<file path="src/rtl/uart_axil_tx_arbiter.sv">
// Round-robin arbiter sharing one AXI4-lite UART transmitter between NREQ
// byte producers. Polls TX_BUSY until clear, then writes the granted byte to
// TX_DATA. Optional macro UART_ARB_TIMEOUT_EN aborts a grant after
// TIMEOUT_POLLS busy responses, pulsing REQ_DONE and ERR together.
module uart_axil_tx_arbiter #(
  parameter int unsigned NREQ          = 4,
  parameter int unsigned AXI_AWIDTH    = 4,
  parameter int unsigned AXI_DWIDTH    = 32,
  parameter int unsigned DATA_BITS     = 8,
  parameter logic [AXI_AWIDTH-1:0] ADDR_TX_DATA = AXI_AWIDTH'(0),
  parameter logic [AXI_AWIDTH-1:0] ADDR_TX_BUSY = AXI_AWIDTH'(4),
  parameter int unsigned POLL_GAP      = 16,
  parameter int unsigned TIMEOUT_POLLS = 1024,
  localparam int unsigned IW = (NREQ > 1) ? $clog2(NREQ) : 1
) (
  input  logic                      AXI_ACLK,
  input  logic                      AXI_ARESET,
  input  logic [NREQ-1:0]           REQ_VALID,
  input  logic [NREQ*DATA_BITS-1:0] REQ_DATA,
  output logic [NREQ-1:0]           REQ_DONE,
  output logic [IW-1:0]             GRANT_ID,
  output logic                      BUSY,
  output logic                      ERR,
  output logic [AXI_AWIDTH-1:0]     M_AWADDR,
  output logic                      M_AWVALID,
  input  logic                      M_AWREADY,
  output logic [AXI_DWIDTH-1:0]     M_WDATA,
  output logic [AXI_DWIDTH/8-1:0]   M_WSTRB,
  output logic                      M_WVALID,
  input  logic                      M_WREADY,
  input  logic [1:0]                M_BRESP,
  input  logic                      M_BVALID,
  output logic                      M_BREADY,
  output logic [AXI_AWIDTH-1:0]     M_ARADDR,
  output logic                      M_ARVALID,
  input  logic                      M_ARREADY,
  input  logic [AXI_DWIDTH-1:0]     M_RDATA,
  input  logic [1:0]                M_RRESP,
  input  logic                      M_RVALID,
  output logic                      M_RREADY
);

  localparam int unsigned IW1 = IW + 1;
  localparam int unsigned SW  = AXI_DWIDTH / 8;
  localparam int unsigned GW  = $clog2(POLL_GAP + 1);

  typedef enum logic [2:0] {S_IDLE, S_AR, S_R, S_GAP, S_W, S_B} state_t;

  state_t                  state, state_n;
  logic [IW-1:0]           ptr, ptr_n, grant_n;
  logic [DATA_BITS-1:0]    byte_q, byte_n;
  logic [GW-1:0]           gap_cnt, gap_n;
  logic                    aw_done, aw_done_n, w_done, w_done_n, b_seen, b_seen_n;
  logic [1:0]              bresp_q, bresp_n;
  logic                    arvalid_n, rready_n, awvalid_n, wvalid_n, bready_n;
  logic [AXI_AWIDTH-1:0]   araddr_n, awaddr_n;
  logic [AXI_DWIDTH-1:0]   wdata_n;
  logic [SW-1:0]           wstrb_n;
  logic [NREQ-1:0]         done_n;
  logic                    err_n, busy_n;
  logic                    aw_hs, w_hs, b_hs, resp_busy;
  logic                    pick_found;
  logic [IW-1:0]           pick_idx;
  logic [IW1-1:0]          pick_sum;
  logic [DATA_BITS-1:0]    pick_byte;
  logic [2*NREQ-1:0]       pick_rot;
`ifdef UART_ARB_TIMEOUT_EN
  localparam int unsigned PW = $clog2(TIMEOUT_POLLS + 1);
  logic [PW-1:0]           poll_cnt, poll_n;
`endif

  // Only RDATA bit 0 carries busy status.
  logic unused_rdata;
  assign unused_rdata = ^M_RDATA[AXI_DWIDTH-1:1];

  // Round-robin pick: first requester at or above the pointer, wrapping.
  always_comb begin
    pick_found = 1'b0;
    pick_sum   = '0;
    pick_byte  = '0;
    pick_rot   = {REQ_VALID, REQ_VALID} >> ptr;
    for (int unsigned k = 0; k < NREQ; k++) begin
      if (!pick_found && pick_rot[k]) begin
        pick_found = 1'b1;
        pick_sum   = {1'b0, ptr} + IW1'(k);
      end
    end
    if (pick_sum >= IW1'(NREQ)) pick_sum = pick_sum - IW1'(NREQ);
    pick_idx = pick_sum[IW-1:0];
    for (int unsigned i = 0; i < NREQ; i++) begin
      if (pick_idx == IW'(i)) pick_byte = REQ_DATA[i*DATA_BITS +: DATA_BITS];
    end
  end

  // Next-state and next-output computation for every registered signal.
  always_comb begin
    state_n   = state;
    ptr_n     = ptr;
    grant_n   = GRANT_ID;
    byte_n    = byte_q;
    gap_n     = gap_cnt;
    aw_done_n = aw_done;
    w_done_n  = w_done;
    b_seen_n  = b_seen;
    bresp_n   = bresp_q;
    arvalid_n = M_ARVALID;
    rready_n  = M_RREADY;
    awvalid_n = M_AWVALID;
    wvalid_n  = M_WVALID;
    bready_n  = M_BREADY;
    araddr_n  = M_ARADDR;
    awaddr_n  = M_AWADDR;
    wdata_n   = M_WDATA;
    wstrb_n   = M_WSTRB;
    done_n    = '0;
    err_n     = 1'b0;
    aw_hs     = M_AWVALID & M_AWREADY;
    w_hs      = M_WVALID & M_WREADY;
    b_hs      = M_BVALID & M_BREADY;
    resp_busy = M_RDATA[0] | (M_RRESP != 2'b00);
`ifdef UART_ARB_TIMEOUT_EN
    poll_n    = poll_cnt;
`endif
    case (state)
      S_IDLE: begin
        if (pick_found) begin
          grant_n   = pick_idx;
          byte_n    = pick_byte;
          ptr_n     = (pick_idx == IW'(NREQ - 1)) ? '0 : pick_idx + IW'(1);
          state_n   = S_AR;
          arvalid_n = 1'b1;
          rready_n  = 1'b1;
          araddr_n  = ADDR_TX_BUSY;
`ifdef UART_ARB_TIMEOUT_EN
          poll_n    = '0;
`endif
        end
      end
      S_AR: begin
        if (M_ARVALID && M_ARREADY) begin
          arvalid_n = 1'b0;
          state_n   = S_R;
        end
      end
      S_R: begin
        if (M_RVALID && M_RREADY) begin
          rready_n = 1'b0;
          if (resp_busy) begin
`ifdef UART_ARB_TIMEOUT_EN
            if (poll_cnt == PW'(TIMEOUT_POLLS - 1)) begin
              done_n  = NREQ'(1) << GRANT_ID;
              err_n   = 1'b1;
              state_n = S_IDLE;
            end else begin
              poll_n  = poll_cnt + PW'(1);
              gap_n   = '0;
              state_n = S_GAP;
            end
`else
            gap_n   = '0;
            state_n = S_GAP;
`endif
          end else begin
            state_n   = S_W;
            awvalid_n = 1'b1;
            wvalid_n  = 1'b1;
            bready_n  = 1'b1;
            awaddr_n  = ADDR_TX_DATA;
            wdata_n   = AXI_DWIDTH'(byte_q);
            wstrb_n   = '1;
            aw_done_n = 1'b0;
            w_done_n  = 1'b0;
            b_seen_n  = 1'b0;
          end
        end
      end
      S_GAP: begin
        if (gap_cnt == GW'(POLL_GAP - 1)) begin
          gap_n     = '0;
          state_n   = S_AR;
          arvalid_n = 1'b1;
          rready_n  = 1'b1;
        end else begin
          gap_n = gap_cnt + GW'(1);
        end
      end
      S_W: begin
        if (aw_hs) awvalid_n = 1'b0;
        if (w_hs)  wvalid_n  = 1'b0;
        if (b_hs) begin
          bready_n = 1'b0;
          b_seen_n = 1'b1;
          bresp_n  = M_BRESP;
        end
        aw_done_n = aw_done | aw_hs;
        w_done_n  = w_done | w_hs;
        if (aw_done_n && w_done_n) begin
          if (b_seen || b_hs) begin
            done_n  = NREQ'(1) << GRANT_ID;
            err_n   = (b_hs ? M_BRESP : bresp_q) != 2'b00;
            state_n = S_IDLE;
          end else begin
            state_n = S_B;
          end
        end
      end
      S_B: begin
        if (b_hs) begin
          bready_n = 1'b0;
          done_n   = NREQ'(1) << GRANT_ID;
          err_n    = M_BRESP != 2'b00;
          state_n  = S_IDLE;
        end
      end
      default: state_n = S_IDLE;
    endcase
    busy_n = (state_n != S_IDLE);
  end

  // State and output registers with synchronous reset.
  always_ff @(posedge AXI_ACLK) begin
    if (AXI_ARESET) begin
      state     <= S_IDLE;
      ptr       <= '0;
      GRANT_ID  <= '0;
      byte_q    <= '0;
      gap_cnt   <= '0;
      aw_done   <= 1'b0;
      w_done    <= 1'b0;
      b_seen    <= 1'b0;
      bresp_q   <= '0;
      M_ARVALID <= 1'b0;
      M_RREADY  <= 1'b0;
      M_AWVALID <= 1'b0;
      M_WVALID  <= 1'b0;
      M_BREADY  <= 1'b0;
      M_ARADDR  <= '0;
      M_AWADDR  <= '0;
      M_WDATA   <= '0;
      M_WSTRB   <= '0;
      REQ_DONE  <= '0;
      ERR       <= 1'b0;
      BUSY      <= 1'b0;
`ifdef UART_ARB_TIMEOUT_EN
      poll_cnt  <= '0;
`endif
    end else begin
      state     <= state_n;
      ptr       <= ptr_n;
      GRANT_ID  <= grant_n;
      byte_q    <= byte_n;
      gap_cnt   <= gap_n;
      aw_done   <= aw_done_n;
      w_done    <= w_done_n;
      b_seen    <= b_seen_n;
      bresp_q   <= bresp_n;
      M_ARVALID <= arvalid_n;
      M_RREADY  <= rready_n;
      M_AWVALID <= awvalid_n;
      M_WVALID  <= wvalid_n;
      M_BREADY  <= bready_n;
      M_ARADDR  <= araddr_n;
      M_AWADDR  <= awaddr_n;
      M_WDATA   <= wdata_n;
      M_WSTRB   <= wstrb_n;
      REQ_DONE  <= done_n;
      ERR       <= err_n;
      BUSY      <= busy_n;
`ifdef UART_ARB_TIMEOUT_EN
      poll_cnt  <= poll_n;
`endif
    end
  end

endmodule

</file>
<file path="config.mk">
export PLATFORM = sky130hd
export DESIGN_NAME = uart_axil_tx_arbiter
export DESIGN_NICKNAME = d
export VERILOG_FILES = /design/src/rtl/uart_axil_tx_arbiter.sv
export SDC_FILE = /design/constraint.sdc
export NUM_CORES = 1
export LEC_CHECK = 0
export CAP_MARGIN = 20
export CORE_ASPECT_RATIO = 0.75
export CORE_UTILIZATION = 35
export DETAILED_ROUTE_END_ITERATION = 6
export PLACE_DENSITY = 0.76
export SETUP_SLACK_MARGIN = 0.02
export SYNTH_ARGS = -nofsm -noshare
export SYNTH_HDL_FRONTEND = slang
export SYNTH_SLANG_ARGS = --single-unit
</file>
<file path="constraint.sdc">
create_clock -name AXI_ACLK -period 6.9 [get_ports AXI_ACLK]
set_input_delay 1.035 -clock AXI_ACLK [delete_from_list [all_inputs] [get_ports AXI_ACLK]]
set_output_delay 1.035 -clock AXI_ACLK [all_outputs]
set_load 0.03 [all_outputs]
</file>
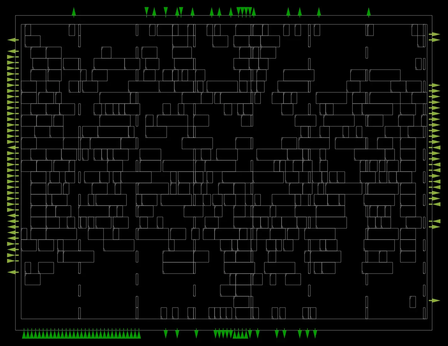
**Above:** cell outlines without signal wires.
Non-Filler Instances: 455
flop count: 46
final-layout fill cell count: 704
TAP cells: 98

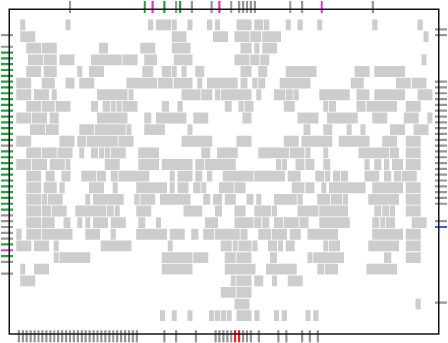
**Above:** pin map.
Pins as bars across the die edge, other pins in grey.
colour	port	pins	direction	edge
blue	BUSY	1	output	east
magenta	M_ARADDR	4	output	3 north, 1 west
red	M_RRESP	2	input	south
green	REQ_DATA	32	input	29 west, 3 north
all pins by edge	50 south, 40 west, 27 east, 19 north

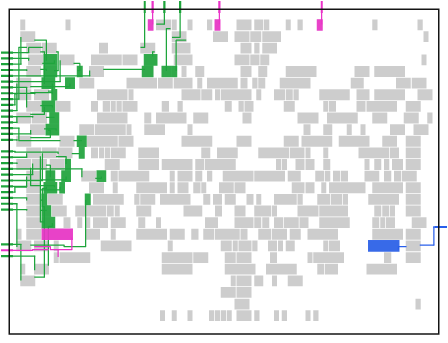
**Above:** I/O nets highlighted.
colour	port	bits	direction	end cells	buffers	wire
blue	BUSY	1	output	1	1	10.7 µm
magenta	M_ARADDR	4	output	4	1	31.2 µm
green	REQ_DATA	32	input	25	32	467 µm

==> changes_impl.md <==
### Implementation results

* Seq/Total Area, Yosys at ~36%
* Global route hottest layer: met2
* Critical Path RT at between 7 and 8 ns
* Crit-path max FO at 10
* Sequential cell area at about 900 µm²
* Drt total wl at approximately 5800 µm
* Setup crit start: REQ_VALID[1]
* Gate count of the mapped netlist at about 290
* Log Warnings at 60
* Sw Ratio at a little under a third
* Yosys Instances at 293
* Setup CP Type: primary input to flop
* Wire length on met1 at ~2700 µm
* M2 GR Usage at ~27%
* Post-place instance area at 3190 µm²
* Logic pwr share at a little under 30%
* M3 GR Usage at under 10%
* H-tree Lvls at 2
* Met3 WL at between 400 and 500 µm
* Async SR Flop Fraction at 0%
* Post-detail-place hpwl at 4340 µm
* Peak VDD IR at approximately 0.076 mV
* Yosys Chip Area at approximately 2500 µm²
* Largest class: logic gates
* Ys flops at approximately 46
* GRT Util Overall at 15.6%
* CP startpoint kind: primary input
* Worst R2R End: byte_q[1]
* Final instance area at 3280 µm²
* IO Pins at approximately 140
* CP Cell Sequence: clkdlybuf4s50_1 > nor4_2 > nor2_1 > ha_1 > nor2b_1 > a221oi_1 > o311a_1 > nor3_1
* Non-CTS buffers at approximately 75
* Post-layout min period at about 3.6 ns
* CP Depth at 8
* Synth Area in Adders at 2.48%
* Signal buf overhead at between 20% and 30%
* Area leader share at between 30 and 40%
* Clk latency late pin at a little under 0.3 ns
* Post-layout total power at ~0.00066 W
* Peak Freq at between 200 and 300 MHz
* CLK BUF at 7
* Initial Utilization at between 30 and 40%
* Endpoints failing setup at 0
* Leakage at 1.22 nW
* WL per Instance at 12.7 µm
* Cell type with the largest total area: dfxtp_1
* Comb/total area at a little over two fifths
* Flop2flop setup slack at between 4 and 5 ns
* RSZ-0062 raised after global routing: false
* Worst Skew at slightly below 0.007 ns
* Root Buffer Master: clkbuf_8
* Worst Path Arrival at 3.78 ns
* Synth logic family: simple AND/OR/NAND/NOR gates
* Top FF cell, synth: dfxtp_1
* Clock-cell share at about 2.8%
* Number of global-route vias before repair at 2019
* Run status: finished, final reports clean
* Final period util at around half
* Total of max-cap violations at 0
* Logic area at 1380 µm²
* Number of post-CTS setup repair buffers at 0
* Biggest consumer: registers
* Final setup margin at 3.34 ns
* Worst-path clk slew at roughly 0.080 ns
* Worst-margin pin slew at just under 0.9 ns
* Inst Count DP at roughly 450
* NetSw at between 0.0002 and 0.00025 W
* Register share of total power at a little under half
* Drt via density at between 4 and 5
* WHS at 0.489 ns
* Input/output buffers at 73
* Hold Buf Count CTS at 0
* # DRC at 0
* P_comb at approximately 0.00019 W
* Critical Path End: byte_q[1]
* Die Span Y at between 70 and 80 µm
* Mux area share at approximately 4.4%
* Routed wl met2 at 2610 µm
* Clock Power Share at 25.2%
* AND-OR/OR-AND Cells, Area Fraction at between 15 and 20%
* Top Layer Used: met4
* Int Pwr at about 0.00045 W
* Gpl congestion at between 0.7 and 0.8
* Initial DRC count at 53
* Nets at ~440
* Post-place setup slack at 3.01 ns
* Final Max Tran Viols at 0
* Setup TNS at 0 ns
Power and IR drop assume default switching activity.
